Fig. 1: run 1, power grid
The bar under the picture is 50 um long. Pins as bars on the die edge.
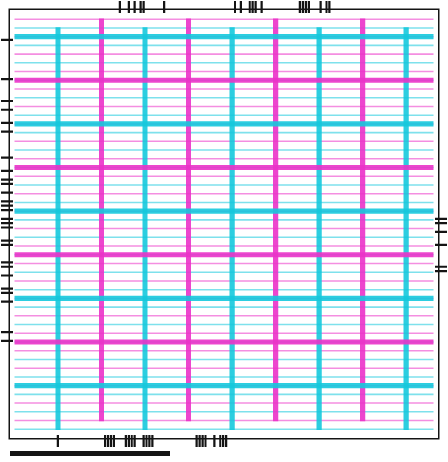
Fig. 2: run 1, cell classes on the final placement
The bar under the picture is 50 um long.
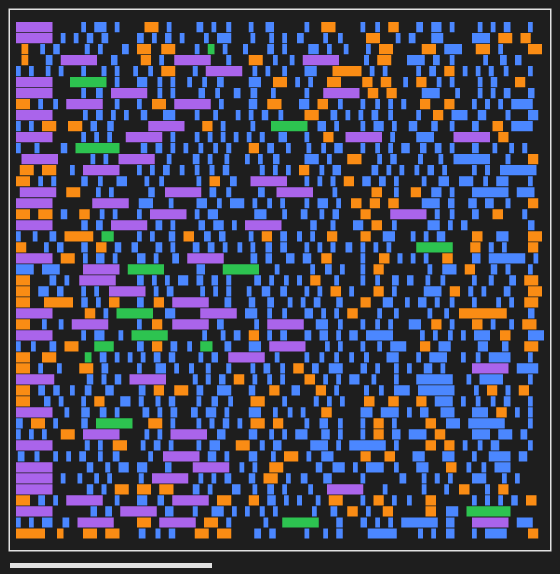
Fig. 3: run 1, clock distribution
The bar under the picture is 50 um long.
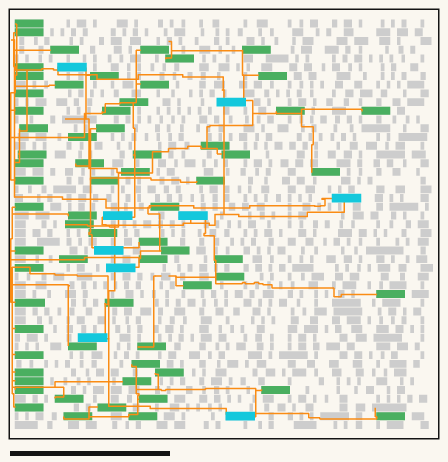
Fig. 4: run 1, signal wires by layer
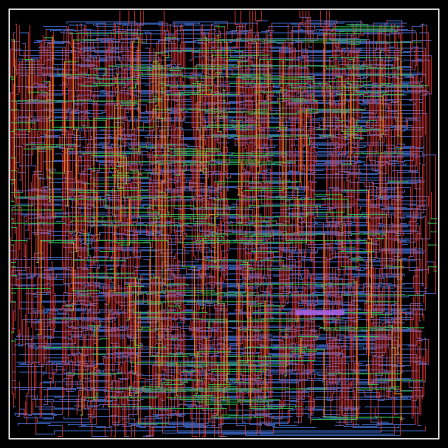
File: config.mk
export PLATFORM = sky130hd
export DESIGN_NAME = counter_updown_mod
export DESIGN_NICKNAME = d
export VERILOG_FILES = /design/src/rtl/counter_pkg.sv /design/src/rtl/counter_step_logic.sv /design/src/rtl/counter_updown_mod.sv
export SDC_FILE = /design/constraint.sdc
export NUM_CORES = 1
export LEC_CHECK = 0
export ABC_AREA = 1
export CELL_PAD_IN_SITES_DETAIL_PLACEMENT = 2
export CELL_PAD_IN_SITES_GLOBAL_PLACEMENT = 2
export CORE_UTILIZATION = 33
export CTS_CLUSTER_SIZE = 28
export DETAILED_ROUTE_END_ITERATION = 12
export PLACE_DENSITY = 0.95
export SYNTH_ARGS = -nofsm -noshare
export SYNTH_HDL_FRONTEND = slang
export SYNTH_SLANG_ARGS = --single-unit
File: constraint.sdc
create_clock -name clk -period 3 [get_ports clk]
set_clock_uncertainty 0.1 [all_clocks]
set_input_delay 0.6 -clock clk [delete_from_list [all_inputs] [get_ports clk]]
set_output_delay 0.6 -clock clk [all_outputs]
set_load 0.02 [all_outputs]
File: src/rtl/counter_pkg.sv
// Shared run-mode codes and FSM state type for the parametrised up/down counter.
package counter_pkg;

    localparam logic [1:0] MODE_WRAP    = 2'b00;
    localparam logic [1:0] MODE_SAT     = 2'b01;
    localparam logic [1:0] MODE_ONESHOT = 2'b10;
    localparam logic [1:0] MODE_RELOAD  = 2'b11;

    typedef enum logic {
        ST_RUN  = 1'b0,
        ST_DONE = 1'b1
    } state_t;

endpackage

File: src/rtl/counter_step_logic.sv
// Combinational step datapath: terminal detection and the value cnt takes on an enabled step.
module counter_step_logic
    import counter_pkg::*;
#(
    parameter int               WIDTH   = 32,
    parameter logic [WIDTH-1:0] MAX_VAL = {WIDTH{1'b1}}
) (
    input  logic [WIDTH-1:0] cnt,
    input  logic             s,
    input  logic [1:0]       mode,
    input  logic [WIDTH-1:0] reload_reg,
    output logic             terminal,
    output logic [WIDTH-1:0] step_val
);

    always_comb begin
        terminal = s ? (cnt == MAX_VAL) : (cnt == '0);
        step_val = cnt;
        if (!terminal) begin
            step_val = s ? cnt + WIDTH'(1) : cnt - WIDTH'(1);
        end else begin
            // terminal behaviour keeps the range 0..MAX_VAL closed (modulo MAX_VAL+1)
            unique case (mode)
                MODE_WRAP:    step_val = s ? '0 : MAX_VAL;
                MODE_RELOAD:  step_val = reload_reg;
                default:      step_val = cnt;
            endcase
        end
    end

endmodule

File: src/rtl/counter_updown_mod.sv
// Parametrised up/down counter with wrap/sat/one-shot/reload modes.
// Define CNT_CASCADE_EN to add ci/co ports for synchronous multi-stage chaining.
//
// state   | meaning
// ST_RUN  | counting permitted
// ST_DONE | one-shot finished; en ignored, cnt holds, done=1
module counter_updown_mod
    import counter_pkg::*;
#(
    parameter int               WIDTH   = 32,
    parameter logic [WIDTH-1:0] MAX_VAL = {WIDTH{1'b1}},
    parameter logic [WIDTH-1:0] RST_VAL = '0
) (
    input  logic             clk,
    input  logic             rst_n,
    input  logic             en,
    input  logic             s,
    input  logic             Load,
    input  logic [WIDTH-1:0] PData,
    input  logic [1:0]       mode,
`ifdef CNT_CASCADE_EN
    input  logic             ci,
    output logic             co,
`endif
    output logic [WIDTH-1:0] cnt,
    output logic             Rc,
    output logic             done
);

    state_t           state, state_nxt;
    logic [WIDTH-1:0] reload_reg, reload_nxt;
    logic [WIDTH-1:0] cnt_nxt;
    logic             rc_nxt, done_nxt;
    logic             terminal;
    logic [WIDTH-1:0] step_val;
    logic [WIDTH-1:0] load_val;
    logic             step_ok;

`ifdef CNT_CASCADE_EN
    assign step_ok = en & ci;
    assign co      = step_ok & terminal & (state == ST_RUN);
`else
    assign step_ok = en;
`endif

    assign load_val = (PData > MAX_VAL) ? MAX_VAL : PData;

    counter_step_logic #(
        .WIDTH   (WIDTH),
        .MAX_VAL (MAX_VAL)
    ) u_step (
        .cnt        (cnt),
        .s          (s),
        .mode       (mode),
        .reload_reg (reload_reg),
        .terminal   (terminal),
        .step_val   (step_val)
    );

    always_ff @(posedge clk or negedge rst_n) begin
        if (!rst_n) begin
            state      <= ST_RUN;
            cnt        <= RST_VAL;
            reload_reg <= RST_VAL;
            Rc         <= 1'b0;
            done       <= 1'b0;
        end else begin
            state      <= state_nxt;
            cnt        <= cnt_nxt;
            reload_reg <= reload_nxt;
            Rc         <= rc_nxt;
            done       <= done_nxt;
        end
    end

    always_comb begin
        state_nxt  = state;
        cnt_nxt    = cnt;
        reload_nxt = reload_reg;
        rc_nxt     = 1'b0;
        done_nxt   = done;
        if (Load) begin
            cnt_nxt    = load_val;
            reload_nxt = load_val;
            state_nxt  = ST_RUN;
            done_nxt   = 1'b0;
        end else begin
            unique case (state)
                ST_RUN: begin
                    if (step_ok) begin
                        cnt_nxt = step_val;
                        rc_nxt  = terminal;
                        if (terminal && mode == MODE_ONESHOT) begin
                            state_nxt = ST_DONE;
                            done_nxt  = 1'b1;
                        end
                    end
                end
                ST_DONE: begin
                    // leaving one-shot mode releases the counter without a step
                    if (mode != MODE_ONESHOT) begin
                        state_nxt = ST_RUN;
                        done_nxt  = 1'b0;
                    end
                end
                default: state_nxt = ST_RUN;
            endcase
        end
    end

endmodule
==> impl_metrics.yaml, run 1 <==
# implementation run metrics
cells_and_area:
  layoutNonFillerInstCount: 1299
  flop_area_sq_um: 1680
  nets: 1145
  area.growth.synth_to_final_pct: 41.5
  layout_top_cell: "nand2_1"
  seq_share: 0.208
setup_path:
  r2r-end: "cnt[22]"
  path_cells: "clkbuf_2 -> inv_2 -> bufbuf_16 -> ha_4 -> nand2_1 -> nand2_1 -> buf_4 -> inv_1 -> nand2_1 -> inv_1 -> nand2_4 -> nand2_1 -> nand4_1 -> nand2_1 -> nand2_1 -> nand2_1 -> nand2_1 -> a21oi_2"
  r2r-start: "cnt[1]"
  slowest_delay_ns: 0.34
  reg2reg_slack_ns: -0.07
  cp.buffers_inverters: 6
clock_tree:
  cts_root_buffer: "clkbuf_16"
  h-tree-depth: 3
  post-cts-setup-buffer-count: 3
  clk_pin_slew_ns: 0.08
  clock_latency_ns: 0.38
  cts_hold_buf: 0
  clock_path_buffers: 2
drt:
  met1Wirelength_um: 16800
  wl_um: 44100
  dr_total_vias: 8227
  drt-vias-per-instance: 6.33
  wl_per_cell_um: 33.9
  drc: 0
  top_layer: "met5"
  drt_pass1_iterations: 5
placed_design:
  post_dp_cell_area_sq_um: 7310
  port_buffers: 72
  dp_hpwl_um: 23300
  gp_congestion: 0.863
  placedCellCount: 1277
sta:
  max_slew_margin: 0.473
  fin_ws_ns: -0.113
  slew_viol_final: 0
  finalSetupViolCount: 7
yosys:
  adder_share: 0.0737
  yosys_area_sq_um: 5700
  ys_sh_xor: 0.0169
  synth_warnings: 0
  synthTopCellsByCount: "nand2_1, inv_1, a21oi_1"
  synthTopCellsByArea: "dfrtp_1, nand2_1, a21oi_1"
  ys_ff: 67
  yosys.area.top_type: "dfrtp_1"
  simple_gate_share: 0.367
  avgSynthCellArea_sq_um: 6.22
  yosysUniqueCellTypes: 37
  top_area_frac: 0.294
run:
  maxCapViolCount: 0
power_and_ir_drop:
  maxPowerGroup: "combinational logic"
  netSwitchingFraction: 0.514
  internal-power_mw: 3.21
  pwr-share-clk: 0.197
  fin_total_pwr_mw: 6.61
floorplanning:
  fp.dieH_um: 133
  num_rows: 47
  die_x_um: 133
status:
  outcome: "finished, violations left"
  violations: "negative setup slack"
grt:
  antenna_found_initial: 2
  grt.total_usage: 0.493
  met3_usage: 0.127
  grt.met2_usage: 0.814
-- Fig. 1 (at the start) --
VSS -> cyan
VDD -> magenta
met5 straps = 9
met4 straps = 9
met1 rails = 48

-- Fig. 2 (at the start) --
sequential cells -> purple  # cells 67, share of their area 22%
clock drivers and dummy loads -> green  # cells 16, share of their area 4.2%
remaining buffers and delay cells -> orange  # cells 174, share of their area 20%
combinational and other logic -> blue  # cells 821, share of their area 54%

-- Fig. 3 (at the start) --
clock drivers -> cyan  # count 9
clock wires -> orange  # length 1690 um
flip-flops -> green  # count 67
routed clock nets = 10

-- Fig. 4 (at the start) --
metal 5 -> purple  # wire length 13.8 um
metal 4 -> orange  # wire length 2910 um
metal 2 -> red  # wire length 20.6 mm
metal 3 -> green  # wire length 3770 um
metal 1 -> blue  # wire length 16800 um

==> run 1 -> run 2 <==
==> constraint.sdc (replaced) <==
create_clock -name clk -period 3 [get_ports clk]
set_clock_uncertainty 0.1 [all_clocks]
set_input_delay 0.9 -clock clk [delete_from_list [all_inputs] [get_ports clk]]
set_output_delay 0.9 -clock clk [all_outputs]
set_load 0.02 [all_outputs]
==> run 2 against run 1 <==
The flow now stops in clock tree synthesis (4_1_cts). Synthesized area is the same. Synthesized cell count unchanged.
==> impl_metrics.yaml, run 2 <==
# flow metrics
status:
  outcome: "did not finish"
  haltStage: "clock tree synthesis (4_1_cts)"
  stop_error: "[ERROR DPL-0033] detailed placement checks failed during check placement."
yosys:
  synth_warnings: 0
  simple_gate_share: 0.367
  synthTopCellsByArea: "dfrtp_1, nand2_1, a21oi_1"
  synth-edff-count: 0
  syn_inst: 917
  ys_sh_aoi: 0.145
  yosysMostFrequentCell: "nand2_1"
  synthTopCellsByCount: "nand2_1, inv_1, a21oi_1"
  ys_sh_xor: 0.0169
  yosysUniqueCellTypes: 37
  ys_ff: 67
  logic_family: "simple AND/OR/NAND/NOR gates"
  adder_share: 0.0737
  top_area_frac: 0.294
  ys_cells: 917
  yosys.area.top_type: "dfrtp_1"
  synthesis.area_sq_um: 5700
  mux_area_frac: 0
  syn_nets: 989
  synth-main-ff-cell: "dfrtp_1"
  yosys_area_sq_um: 5700
  avgSynthCellArea_sq_um: 6.22
  synthArstFlopShare: 1.00
  ys_seq_frac: 0.294
clock_tree:
  clock_path_buffers: 2
  cts_hold_buf: 0
  clock-sinks: 67
  post-cts-setup-buffer-count: 11
  cts_made_buffers: 9
  cts_root_buffer: "clkbuf_16"
  ctsResizeCount: 200
  h-tree-depth: 3
placed_design:
  placedCellCount: 1277
  pre_cts_slack_ns: -0.979
  gp_congestion: 0.881
  dp_hpwl_um: 23400
  port_buffers: 72
  post_dp_cell_area_sq_um: 7320
floorplanning:
  fp-utilization: 0.341
  die_x_um: 133
  num_rows: 47
  io_pins: 73
  fp.dieH_um: 133
==> run 2 -> run 3 <==
--- a/config.mk
+++ b/config.mk
@@ -6,12 +6,9 @@
 export NUM_CORES = 1
 export LEC_CHECK = 0
 export ABC_AREA = 1
-export CELL_PAD_IN_SITES_DETAIL_PLACEMENT = 2
-export CELL_PAD_IN_SITES_GLOBAL_PLACEMENT = 2
-export CORE_UTILIZATION = 33
-export CTS_CLUSTER_SIZE = 28
+export CORE_UTILIZATION = 40
 export DETAILED_ROUTE_END_ITERATION = 12
-export PLACE_DENSITY = 0.95
+export PLACE_DENSITY_LB_ADDON = 0.15
 export SYNTH_ARGS = -nofsm -noshare
 export SYNTH_HDL_FRONTEND = slang
 export SYNTH_SLANG_ARGS = --single-unit
Fig. 5: run 3, signal wires by layer
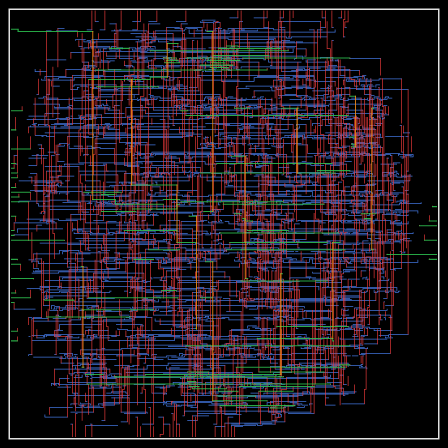
metal 2 -> red  # wire length 8370 um
metal 3 -> green  # wire length 1330 um
metal 4 -> orange  # wire length 418 um
metal 1 -> blue  # wire length 9360 um

==> run 3 against run 2 <==
The flow now finishes without violations. Synthesized area unchanged. Synthesized cell count unchanged.
==> impl_metrics.yaml, run 3 <==
# implementation run metrics
status:
  outcome: "finished clean"
setup_path:
  slowest_delay_ns: 0.36
  r2r-start: "cnt[0]"
  critPathCapture: "cnt[18]"
  cp_top_family: "buffers and inverters"
  end_kind: "flop"
  r2r-end: "cnt[22]"
  reg2reg_slack_ns: 0.62
  cp-startpoint: "s"
  reg2reg_depth: 14
  path_cells: "clkbuf_2 -> clkinvlp_4 -> clkbuf_16 -> ha_1 -> nand2_1 -> inv_1 -> a21oi_2 -> nand2_1 -> a21oi_1 -> xor2_1 -> o21ai_0 -> a21oi_1"
  cp.buffers_inverters: 4
placed_design:
  port_buffers: 72
  placedCellCount: 1226
  post_dp_cell_area_sq_um: 7180
  dp_hpwl_um: 14100
  gp_congestion: 0.920
  pre_cts_slack_ns: -0.603
drt:
  wl_per_cell_um: 15.6
  wl_met3_um: 1330
  wl_um: 19500
  met1Wirelength_um: 9360
  dr_total_vias: 6334
  top_layer: "met4"
  drc: 0
  drt-vias-per-instance: 5.09
  drt_pass1_iterations: 5
power_and_ir_drop:
  pwr-share-clk: 0.220
  p_per_area_nw_per_um2: 672
  p_switching_mw: 2.20
  maxPowerGroup: "combinational logic"
  netSwitchingFraction: 0.413
  fin_total_pwr_mw: 5.31
  leakage_nw: 3.98
  internal-power_mw: 3.12
grt:
  grt.total_usage: 0.266
  grt_pass1_wl_um: 29900
  use_met1: 0.406
  antenna_found_initial: 0
  met3_usage: 0.0437
  overflow: 0
  grt.met2_usage: 0.381
yosys:
  top_area_frac: 0.294
  yosys_area_sq_um: 5700
  logic_family: "simple AND/OR/NAND/NOR gates"
  syn_nets: 989
  ys_sh_xor: 0.0169
  synth-edff-count: 0
  ys_sh_aoi: 0.145
  synth_warnings: 0
  yosysMostFrequentCell: "nand2_1"
  ys_seq_frac: 0.294
  avgSynthCellArea_sq_um: 6.22
  mux_area_frac: 0
  ys_ff: 67
  yosys.area.top_type: "dfrtp_1"
  yosysUniqueCellTypes: 37
  synthTopCellsByCount: "nand2_1, inv_1, a21oi_1"
  syn_inst: 917
  ys_cells: 917
  synthArstFlopShare: 1.00
  synth-main-ff-cell: "dfrtp_1"
  simple_gate_share: 0.367
  adder_share: 0.0737
  synthesis.area_sq_um: 5700
  synthTopCellsByArea: "dfrtp_1, nand2_1, a21oi_1"
sta:
  fin_ws_ns: 0.0933
  slew_viol_final: 0
  max_slew_margin: 0.545
  hold_violations: 0
  finalSetupViolCount: 0
  period_needed_ns: 2.91
  timing.hold.ws_ns: 0.365
  fin_crit_sh: 0.969
  tns_ns: 0
clock_tree:
  cts_root_buffer: "clkbuf_16"
  h-tree-depth: 3
  cts_made_buffers: 9
  clock-sinks: 67
  post-cts-setup-buffer-count: 0
  cts_tree: "built"
  cts_hold_buf: 0
  clk_pin_slew_ns: 0.06
  clock_latency_ns: 0.34
  clock_path_buffers: 2
  ctsResizeCount: 4
cells_and_area:
  nClkBuffers: 12
  layoutNonFillerInstCount: 1245
  num-nonclk-buffers: 161
  seq_share: 0.212
  fin_util: 0.569
  area.growth.synth_to_final_pct: 38.6
  num-multi-input-gates: 707
  n_antenna_cell: 0
  layout_top_cell: "nand2_1"
  nFillCells: 1337
  nets: 1132
  flop_area_sq_um: 1680
  n_all_inverters: 114
  dominant_cells: "logic gates"
  final_cell_area_sq_um: 7900
floorplanning:
  num_rows: 43
  fp-utilization: 0.411
  io_pins: 73
  core_area_sq_um: 13900
  fp.dieH_um: 121
  die_x_um: 121
hold_path:
  hold_path_depth: 2
  hold_end: "reload_reg[8]"
  hp-start: "reload_reg[8]"
run:
  maxCapViolCount: 0
  warnings: 27
Fig. 6: run 3, cell classes on the final placement
The bar under the picture is 20 um long.
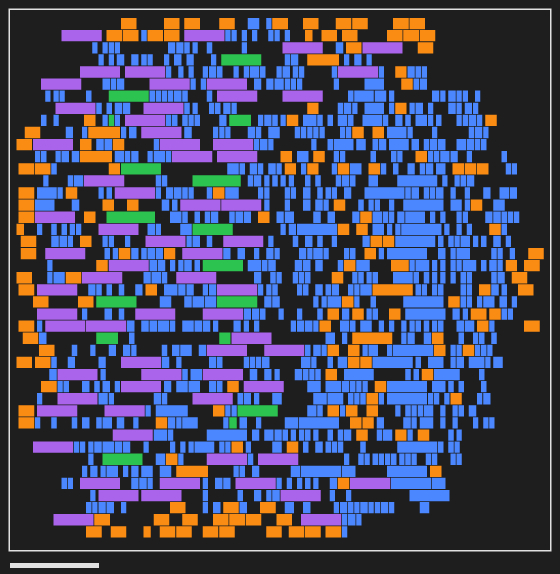
sequential cells -> purple  # cells 67, share of their area 22%
combinational and other logic -> blue  # cells 821, share of their area 55%
remaining buffers and delay cells -> orange  # cells 161, share of their area 19%
clock drivers and dummy loads -> green  # cells 16, share of their area 4.3%

Power and IR drop assume default switching activity.
